File: config.mk
export PLATFORM = sky130hd
export DESIGN_NAME = pad_ctrl
export DESIGN_NICKNAME = d
export VERILOG_FILES = /design/src/rtl/pad_ctrl.sv
export SDC_FILE = /design/constraint.sdc
export NUM_CORES = 1
export LEC_CHECK = 0
export CAP_MARGIN = 20
export CORE_ASPECT_RATIO = 1.25
export CORE_MARGIN = 5
export CORE_UTILIZATION = 35
export CTS_BUF_LIST = sky130_fd_sc_hd__clkbuf_8
export CTS_CLUSTER_DIAMETER = 120
export DETAILED_ROUTE_END_ITERATION = 16
export HOLD_SLACK_MARGIN = 0.02
export PLACE_DENSITY_LB_ADDON = 0.08
export SLEW_MARGIN = 20
export SYNTH_ARGS = -nofsm -noshare
export SYNTH_HDL_FRONTEND = slang
export SYNTH_SLANG_ARGS = --single-unit
File: constraint.sdc
create_clock -name clk -period 5.74 [get_ports clk]
set_clock_uncertainty 0.15 [all_clocks]
set_input_delay 0.574 -clock clk [delete_from_list [all_inputs] [get_ports clk]]
set_output_delay 0.574 -clock clk [all_outputs]
set_load 0.005 [all_outputs]
File: src/rtl/pad_ctrl.sv
// ---------------------------------------------------------------------------
// pad_ctrl -- register-mapped controller for a bank of bidirectional pads.
//
// A small single-cycle register bus configures the pad cell controls
// (output value, output enable, pull-up/down, slew, drive strength). The
// bus also reads back the synchronised pad inputs and services per-pad edge
// interrupts.
//
// Register map (word index on bus_addr):
//   0 OUT       1 OE        2 PU        3 PD        4 SL        5 CS
//   6 IN (RO)   7 IRQ_MASK  8 IRQ_EDGE (0=rise, 1=fall)
//   9 IRQ_PEND (write-1-to-clear)
//   A OUT_SET (write-1-to-set OUT, reads 0)
//   B OUT_CLR (write-1-to-clear OUT, reads 0)
//   C ALT (only with PAD_CTRL_ALTFUNC_EN; otherwise reads 0, writes ignored)
// Unmapped addresses and bits at or above NUM_PADS read 0 and ignore writes.
//
// Optional feature macro: PAD_CTRL_ALTFUNC_EN
//   When defined, the ALT register and the alt_out/alt_oe/alt_in ports are
//   present. ALT[i]=1 hands pad_out[i]/pad_oe[i] to the alternate function.
//
// Ports:
//   clk                 rising-edge clock
//   reset               synchronous active-high reset
//   bus_req/bus_we      request strobe and write select (1=write)
//   bus_addr[3:0]       register word index
//   bus_wdata[31:0]     write data
//   bus_rdata[31:0]     read data, valid while bus_ack=1, otherwise 0
//   bus_ack             one-cycle completion pulse, one cycle after bus_req
//   pad_out/oe/ie/pu/pd/sl/cs [NUM_PADS-1:0]  pad cell controls
//   pad_in[NUM_PADS-1:0] raw asynchronous pad inputs
//   irq                 level interrupt, OR of pending & mask (registered)
//   alt_out/alt_oe      alternate-function drive (macro only)
//   alt_in              synchronised pad inputs for the alternate function
// ---------------------------------------------------------------------------
module pad_ctrl #(
  parameter int NUM_PADS    = 18,
  parameter int SYNC_STAGES = 2
) (
  input  logic                clk,
  input  logic                reset,
  input  logic                bus_req,
  input  logic                bus_we,
  input  logic [3:0]          bus_addr,
  input  logic [31:0]         bus_wdata,
  output logic [31:0]         bus_rdata,
  output logic                bus_ack,
  output logic [NUM_PADS-1:0] pad_out,
  output logic [NUM_PADS-1:0] pad_oe,
  output logic [NUM_PADS-1:0] pad_ie,
  output logic [NUM_PADS-1:0] pad_pu,
  output logic [NUM_PADS-1:0] pad_pd,
  output logic [NUM_PADS-1:0] pad_sl,
  output logic [NUM_PADS-1:0] pad_cs,
  input  logic [NUM_PADS-1:0] pad_in,
  output logic                irq
`ifdef PAD_CTRL_ALTFUNC_EN
  ,
  input  logic [NUM_PADS-1:0] alt_out,
  input  logic [NUM_PADS-1:0] alt_oe,
  output logic [NUM_PADS-1:0] alt_in
`endif
);

  localparam int DATA_W = 32;

  localparam logic [3:0] A_OUT  = 4'h0;
  localparam logic [3:0] A_OE   = 4'h1;
  localparam logic [3:0] A_PU   = 4'h2;
  localparam logic [3:0] A_PD   = 4'h3;
  localparam logic [3:0] A_SL   = 4'h4;
  localparam logic [3:0] A_CS   = 4'h5;
  localparam logic [3:0] A_IN   = 4'h6;
  localparam logic [3:0] A_MASK = 4'h7;
  localparam logic [3:0] A_EDGE = 4'h8;
  localparam logic [3:0] A_PEND = 4'h9;
  localparam logic [3:0] A_SET  = 4'hA;
  localparam logic [3:0] A_CLR  = 4'hB;
`ifdef PAD_CTRL_ALTFUNC_EN
  localparam logic [3:0] A_ALT  = 4'hC;
`endif

  // Zero-extend a pad-wide vector onto the 32-bit bus.
  function automatic logic [DATA_W-1:0] pad_zext(input logic [NUM_PADS-1:0] v);
    logic [DATA_W-1:0] r;
    r = '0;
    r[NUM_PADS-1:0] = v;
    return r;
  endfunction

  // Register state
  logic [NUM_PADS-1:0] out_q, oe_q, pu_q, pd_q, sl_q, cs_q;
  logic [NUM_PADS-1:0] mask_q, edge_q, pend_q;
`ifdef PAD_CTRL_ALTFUNC_EN
  logic [NUM_PADS-1:0] alt_q;
  logic [NUM_PADS-1:0] alt_nxt;
`endif

  // Input synchroniser and edge history
  logic [NUM_PADS-1:0] sync_q [SYNC_STAGES];
  logic [NUM_PADS-1:0] hist_q;
  logic                hist_vld_q;
  logic [NUM_PADS-1:0] in_sync;

  // Bus response stage
  logic                ack_p1;
  logic [DATA_W-1:0]   rdata_p1;
  logic                irq_q;

  // Next-state values
  logic [NUM_PADS-1:0] out_nxt, oe_nxt, pu_nxt, pd_nxt, sl_nxt, cs_nxt;
  logic [NUM_PADS-1:0] mask_nxt, edge_nxt, pend_nxt;
  logic [NUM_PADS-1:0] w1c, rise, fall, evt;
  logic [DATA_W-1:0]   rd_val;
  logic [NUM_PADS-1:0] wr_data;
  logic                wr_en;

  // Bits of bus_wdata above NUM_PADS carry no state; fold them here so the
  // whole port is consumed.
  logic unused_wdata;
  assign unused_wdata = ^bus_wdata;

  assign in_sync = sync_q[SYNC_STAGES-1];
  assign wr_data = bus_wdata[NUM_PADS-1:0];
  assign wr_en   = bus_req & bus_we;

  // Read mux: value of the addressed register before this cycle's write.
  always_comb begin
    rd_val = '0;
    case (bus_addr)
      A_OUT:  rd_val = pad_zext(out_q);
      A_OE:   rd_val = pad_zext(oe_q);
      A_PU:   rd_val = pad_zext(pu_q);
      A_PD:   rd_val = pad_zext(pd_q);
      A_SL:   rd_val = pad_zext(sl_q);
      A_CS:   rd_val = pad_zext(cs_q);
      A_IN:   rd_val = pad_zext(in_sync);
      A_MASK: rd_val = pad_zext(mask_q);
      A_EDGE: rd_val = pad_zext(edge_q);
      A_PEND: rd_val = pad_zext(pend_q);
`ifdef PAD_CTRL_ALTFUNC_EN
      A_ALT:  rd_val = pad_zext(alt_q);
`endif
      default: rd_val = '0;
    endcase
  end

  // Register write decode. OUT, OUT_SET and OUT_CLR share one address
  // decoder so at most one of them can touch OUT in a cycle.
  always_comb begin
    out_nxt  = out_q;
    oe_nxt   = oe_q;
    pu_nxt   = pu_q;
    pd_nxt   = pd_q;
    sl_nxt   = sl_q;
    cs_nxt   = cs_q;
    mask_nxt = mask_q;
    edge_nxt = edge_q;
    w1c      = '0;
`ifdef PAD_CTRL_ALTFUNC_EN
    alt_nxt  = alt_q;
`endif
    if (wr_en) begin
      case (bus_addr)
        A_OUT:  out_nxt  = wr_data;
        A_OE:   oe_nxt   = wr_data;
        A_PU:   pu_nxt   = wr_data;
        A_PD:   pd_nxt   = wr_data;
        A_SL:   sl_nxt   = wr_data;
        A_CS:   cs_nxt   = wr_data;
        A_MASK: mask_nxt = wr_data;
        A_EDGE: edge_nxt = wr_data;
        A_PEND: w1c      = wr_data;
        A_SET:  out_nxt  = out_q | wr_data;
        A_CLR:  out_nxt  = out_q & ~wr_data;
`ifdef PAD_CTRL_ALTFUNC_EN
        A_ALT:  alt_nxt  = wr_data;
`endif
        default: ;
      endcase
    end
  end

  // Edge detection on the synchronised inputs. The first cycle after reset
  // is masked so history left from before reset can never raise an event.
  always_comb begin
    rise     = in_sync & ~hist_q;
    fall     = ~in_sync & hist_q;
    evt      = hist_vld_q ? ((rise & ~edge_q) | (fall & edge_q)) : '0;
    // A new event wins over a same-cycle clear of the same bit.
    pend_nxt = (pend_q & ~w1c) | evt;
  end

  // Stage p0 -> p1: register update, bus response, synchroniser shift
  always_ff @(posedge clk) begin
    if (reset) begin
      out_q      <= '0;
      oe_q       <= '0;
      pu_q       <= '0;
      pd_q       <= '0;
      sl_q       <= '0;
      cs_q       <= '0;
      mask_q     <= '0;
      edge_q     <= '0;
      pend_q     <= '0;
`ifdef PAD_CTRL_ALTFUNC_EN
      alt_q      <= '0;
`endif
      for (int i = 0; i < SYNC_STAGES; i++) sync_q[i] <= '0;
      hist_q     <= '0;
      hist_vld_q <= 1'b0;
      ack_p1     <= 1'b0;
      rdata_p1   <= '0;
      irq_q      <= 1'b0;
    end else begin
      out_q      <= out_nxt;
      oe_q       <= oe_nxt;
      pu_q       <= pu_nxt;
      pd_q       <= pd_nxt;
      sl_q       <= sl_nxt;
      cs_q       <= cs_nxt;
      mask_q     <= mask_nxt;
      edge_q     <= edge_nxt;
      pend_q     <= pend_nxt;
`ifdef PAD_CTRL_ALTFUNC_EN
      alt_q      <= alt_nxt;
`endif
      sync_q[0]  <= pad_in;
      for (int i = 1; i < SYNC_STAGES; i++) sync_q[i] <= sync_q[i-1];
      hist_q     <= in_sync;
      hist_vld_q <= 1'b1;
      ack_p1     <= bus_req;
      rdata_p1   <= bus_req ? rd_val : '0;
      // irq tracks the post-update pending and mask state in the same edge.
      irq_q      <= |(pend_nxt & mask_nxt);
    end
  end

  // Output assignment
  assign bus_ack   = ack_p1;
  assign bus_rdata = rdata_p1;
  assign irq       = irq_q;
  assign pad_pu    = pu_q;
  assign pad_pd    = pd_q;
  assign pad_sl    = sl_q;
  assign pad_cs    = cs_q;

`ifdef PAD_CTRL_ALTFUNC_EN
  // Alternate function bypasses the OUT/OE flops per pad.
  assign pad_out = (alt_q & alt_out) | (~alt_q & out_q);
  assign pad_oe  = (alt_q & alt_oe)  | (~alt_q & oe_q);
  assign alt_in  = in_sync;
`else
  assign pad_out = out_q;
  assign pad_oe  = oe_q;
`endif

  // Input buffer is enabled whenever the output driver is off.
  assign pad_ie = ~pad_oe;

endmodule

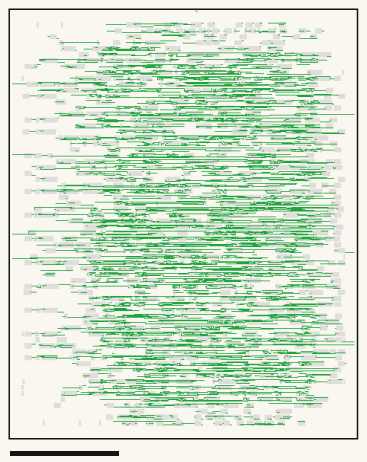
Figure 1: M1 wires.
Bar = 50 um.
longest straight run: 81.0 um
share of all routed wire: 44%
nets with wire on the layer: 1,159
main direction: horizontal
wire length on this layer: 15,900 um
met1 Usage GRT: 0.3199
routed wire length: 35,760 um

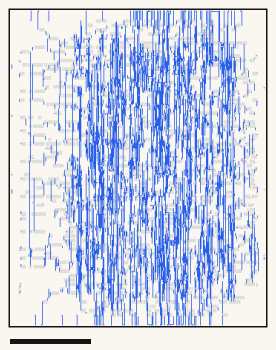
Figure 2: M2 wires.
Bar = 50 um.
share of all routed wire: 44%
main direction: vertical
longest straight run: 80.9 um
nets with wire on the layer: 989
total via count after detailed routing: 8,709
global-route track usage on met2: 0.3387

==> results.cfg <==
; implementation run metrics
[clock_tree]
cts.hold.buffers_added = 0
number_of_clock_buffers_inserted_by_tritoncts = 41
clkLatencyLatePin_ps = 540
ctsLongestPathBuffers = 3
resized_after_cts = 0
cts-root-buf = sky130_fd_sc_hd__clkbuf_8
cts_tree = built
cts_htree_levels = 2
cts_num_sinks = 237
cts_post_setup_buffers_inserted = 0
path_clk_slew_ps = 50

[worst_hold_path]
whs_endpoint = sync_q[0][23]$_SDFF_PP0_
holdCritPathClass = register to register
timing.hold.worst.start = sync_q[0][5]$_SDFF_PP0_
min_delay_path_depth = 1

[grt]
grt_max_degree = 92
wire_length_of_the_first_global_routing_pass_um = 53380
globalRoute.totalOverflow = 0
grt_pass1_vias = 8218
grt_util_all_layers = 0.2233
initial_antenna_violation_count = 0

[outcome]
run_status = finished clean

[routing]
wirelength_met1_um = 15890
wl_per_cell_um = 21.82
detailedRoute.firstPassIterationCount = 6
sum_of_met2_wire_segment_lengths_after_detailed_routing_um = 15840
via_per_inst = 5.314
drt.antenna.violating_nets = 0
remaining_design_rule_violation_count = 0
routed.top_layer = met4
drt_iter0_drc = 629
wl_met3_um = 3169

[final_layout]
fin_nets = 1329
area_growth_syn_to_layout_pct = 28.67
most-common-layout-cells = 237 x sky130_fd_sc_hd__dfxtp_1, 234 x sky130_fd_sc_hd__nand2_1, 188 x sky130_fd_sc_hd__clkdlybuf4s50_1
fillerInstances = 2745
final-instance-count-excl-fill = 1639
final_cell_area_um2 = 12440
diodes = 0
dominant_logic_cell_type_in_the_layout = sky130_fd_sc_hd__dfxtp_1
drive_gt1_frac = 0.07836

[synthesis]
ys_chip_area_um2 = 9672
dominantRegCellSynth = sky130_fd_sc_hd__dfxtp_1
synth.top_cells.by_count = 237 x sky130_fd_sc_hd__dfxtp_1, 234 x sky130_fd_sc_hd__nand2_1, 121 x sky130_fd_sc_hd__a21oi_1, 65 x sky130_fd_sc_hd__a22oi_1, 55 x sky130_fd_sc_hd__nor2b_1
yosysWarningCount = 0
post-synth-top-area-cell = sky130_fd_sc_hd__dfxtp_1
numSynthFlops = 237
post_synth_main_area_contributors = sky130_fd_sc_hd__dfxtp_1 49%, sky130_fd_sc_hd__nand2_1 9.1%, sky130_fd_sc_hd__a21oi_1 6.3%
synth-async-reset-ratio = 0
synthCells = 1106
ys_seq_frac = 0.4906
top_cell = sky130_fd_sc_hd__dfxtp_1
netlist.area_leader.share = 0.4906
netlist_area_um2 = 9672
yosys.cell_types.count = 48
yosys_cells = 1106
edf_count = 0
post_synth.cell_area_avg_um2 = 8.745

[placement]
place.port_buffers = 189
placedInstanceArea_um2 = 11710
dp.final_hpwl_um = 24580
place_inst = 1578
gp_congestion = 0.8424
post_placement_setup_slack_ps = 1633

[critical_path]
endpoint = irq$_SDFF_PP0_
worst_setup_path_start_kind = input pin
timing_worst_setup_path_type = input pin to register
crit_slowest_cell = sky130_fd_sc_hd__clkdlybuf4s50_1
timing.critical_path.required_ps = 5940
data_arrival_time_at_the_worst_slack_endpoint_ps = 3770
setup_slack_reg_to_reg_ps = 3430
r2r_depth = 5
critical_path.top_delay_family = AND-OR/OR-AND gates
worst-path-buf-inv = 1
worst_path_max_fanout = 16
cp-startpoint = bus_addr[3]
cp_cell_sequence = clkdlybuf4s50_1 > nand4bb_1 > o21ai_0 > a22oi_1 > a2111oi_2 > o2111a_1 > a41oi_1
cpPeakStageDelay_ps = 1120
r2r_end = irq$_SDFF_PP0_
start_of_the_worst_register_to_register_path = hist_vld_q$_DFF_P_
worst_setup_path_end_kind = register
worstSetupPathDepth = 7

[final_timing]
finalWorstPathRequiredPeriod_ps = 3571
timing.final.setup_violations = 0
worst_slack_on_hold_paths_ps = 282.5
finalCritPeriodShare = 0.6221
worst_slew_pin_slew_ps = 1081
final_hold_viol_count = 0
tns_ps = 0
grt_setup_unrepaired = no
post-route-worst-setup-slack_ps = 2169
fmaxAchievable_mhz = 280.1
timing.final.max_slew_violations = 0
maxSlewHeadroom = 0.2770

[job]
tool_warnings = 40
number_of_max_cap_violations = 0

[floorplanning]
num_io_pins = 218
floorplanUtilization = 0.3519
fp.dieArea_um2 = 31080
core-area_um2 = 27480
die_y_um = 195.9
die.size.x_um = 158.7
num_rows = 68

[pwr]
ir_worst_vdd_mv = 0.1620
p_per_area_nw_per_um2 = 269.1
p_leak_nw = 4.116
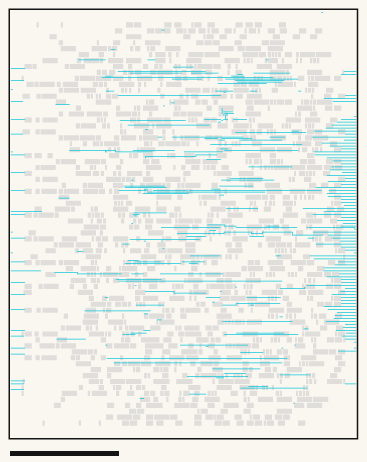
Figure 3: M3 wires.
Bar = 50 um.
nets with wire on the layer: 191
share of all routed wire: 8.9%
longest straight run: 82.3 um
fraction of met3 tracks used by global routing: 0.04545

-- final cells by class --
| class | instances | area, um^2 | share of cell area |
|---|---|---|---|
| flip-flops and latches | 237 | 4745 | 0.3813 |
| well taps | 350 | 437.9 | 0.03519 |
| clock buffers | 50 | 688.2 | 0.05530 |
| clock inverters | 11 | 45.04 | 0.003620 |
| multi-input cells | 761 | 4399 | 0.3535 |
| repair buffers | 210 | 2054 | 0.1651 |
| inverters | 20 | 75.07 | 0.006033 |
-- cell families (layout without fill, tap and decap cells) --
group / Yosys count / count (layout) / synth area share
muxes: 15 / 15 / 0.01617
AOI/OAI and AO/OA: 317 / 317 / 0.2123
xor gates and xnor gates: 1 / 1 / 0.0009057
other: 1 / 14 / 0.0003877
buffers and inverters: 121 / 291 / 0.06119
DFF: 237 / 237 / 0.4906
and+or+nand+nor: 414 / 414 / 0.2185
-- state kept, by name, indices dropped and copies added (netlist names) --
name        cells
hist_vld_q      1
pad_cs         18
pad_oe         18
pad_out        18
pad_sl         18
pad_pd         18
hist_q         18
edge_q         18
sync_q         36
mask_q         18
pend_q         18
pad_pu         18
bus_ack         1
irq             1
bus_rdata      18
-- power by group --
part	switching [mW]	internal, mW
registers	0.0222	1.68
clock network	0.668	0.770
logic	0.135	0.0783
-- routing by layer --
metal	vias up	GRT usage
li1	4149	-
met1	4114	0.3199
met2	379	0.3387
met3	67	0.04545
met4	0	0.06637
met5	-	0
-- stage by stage --
stage / total power, mW / utilization
4_1_cts: 3.380 / 0.4528
5_1_grt: 3.472 / 0.4528
2_1_floorplan: 1.853 / -
3_3_place_gp: 1.944 / 0.4255
6_report: 3.349 / 0.4528
3_5_place_dp: 1.945 / 0.4262
Power figures rest on the tool's default switching activity, not on a simulated workload.
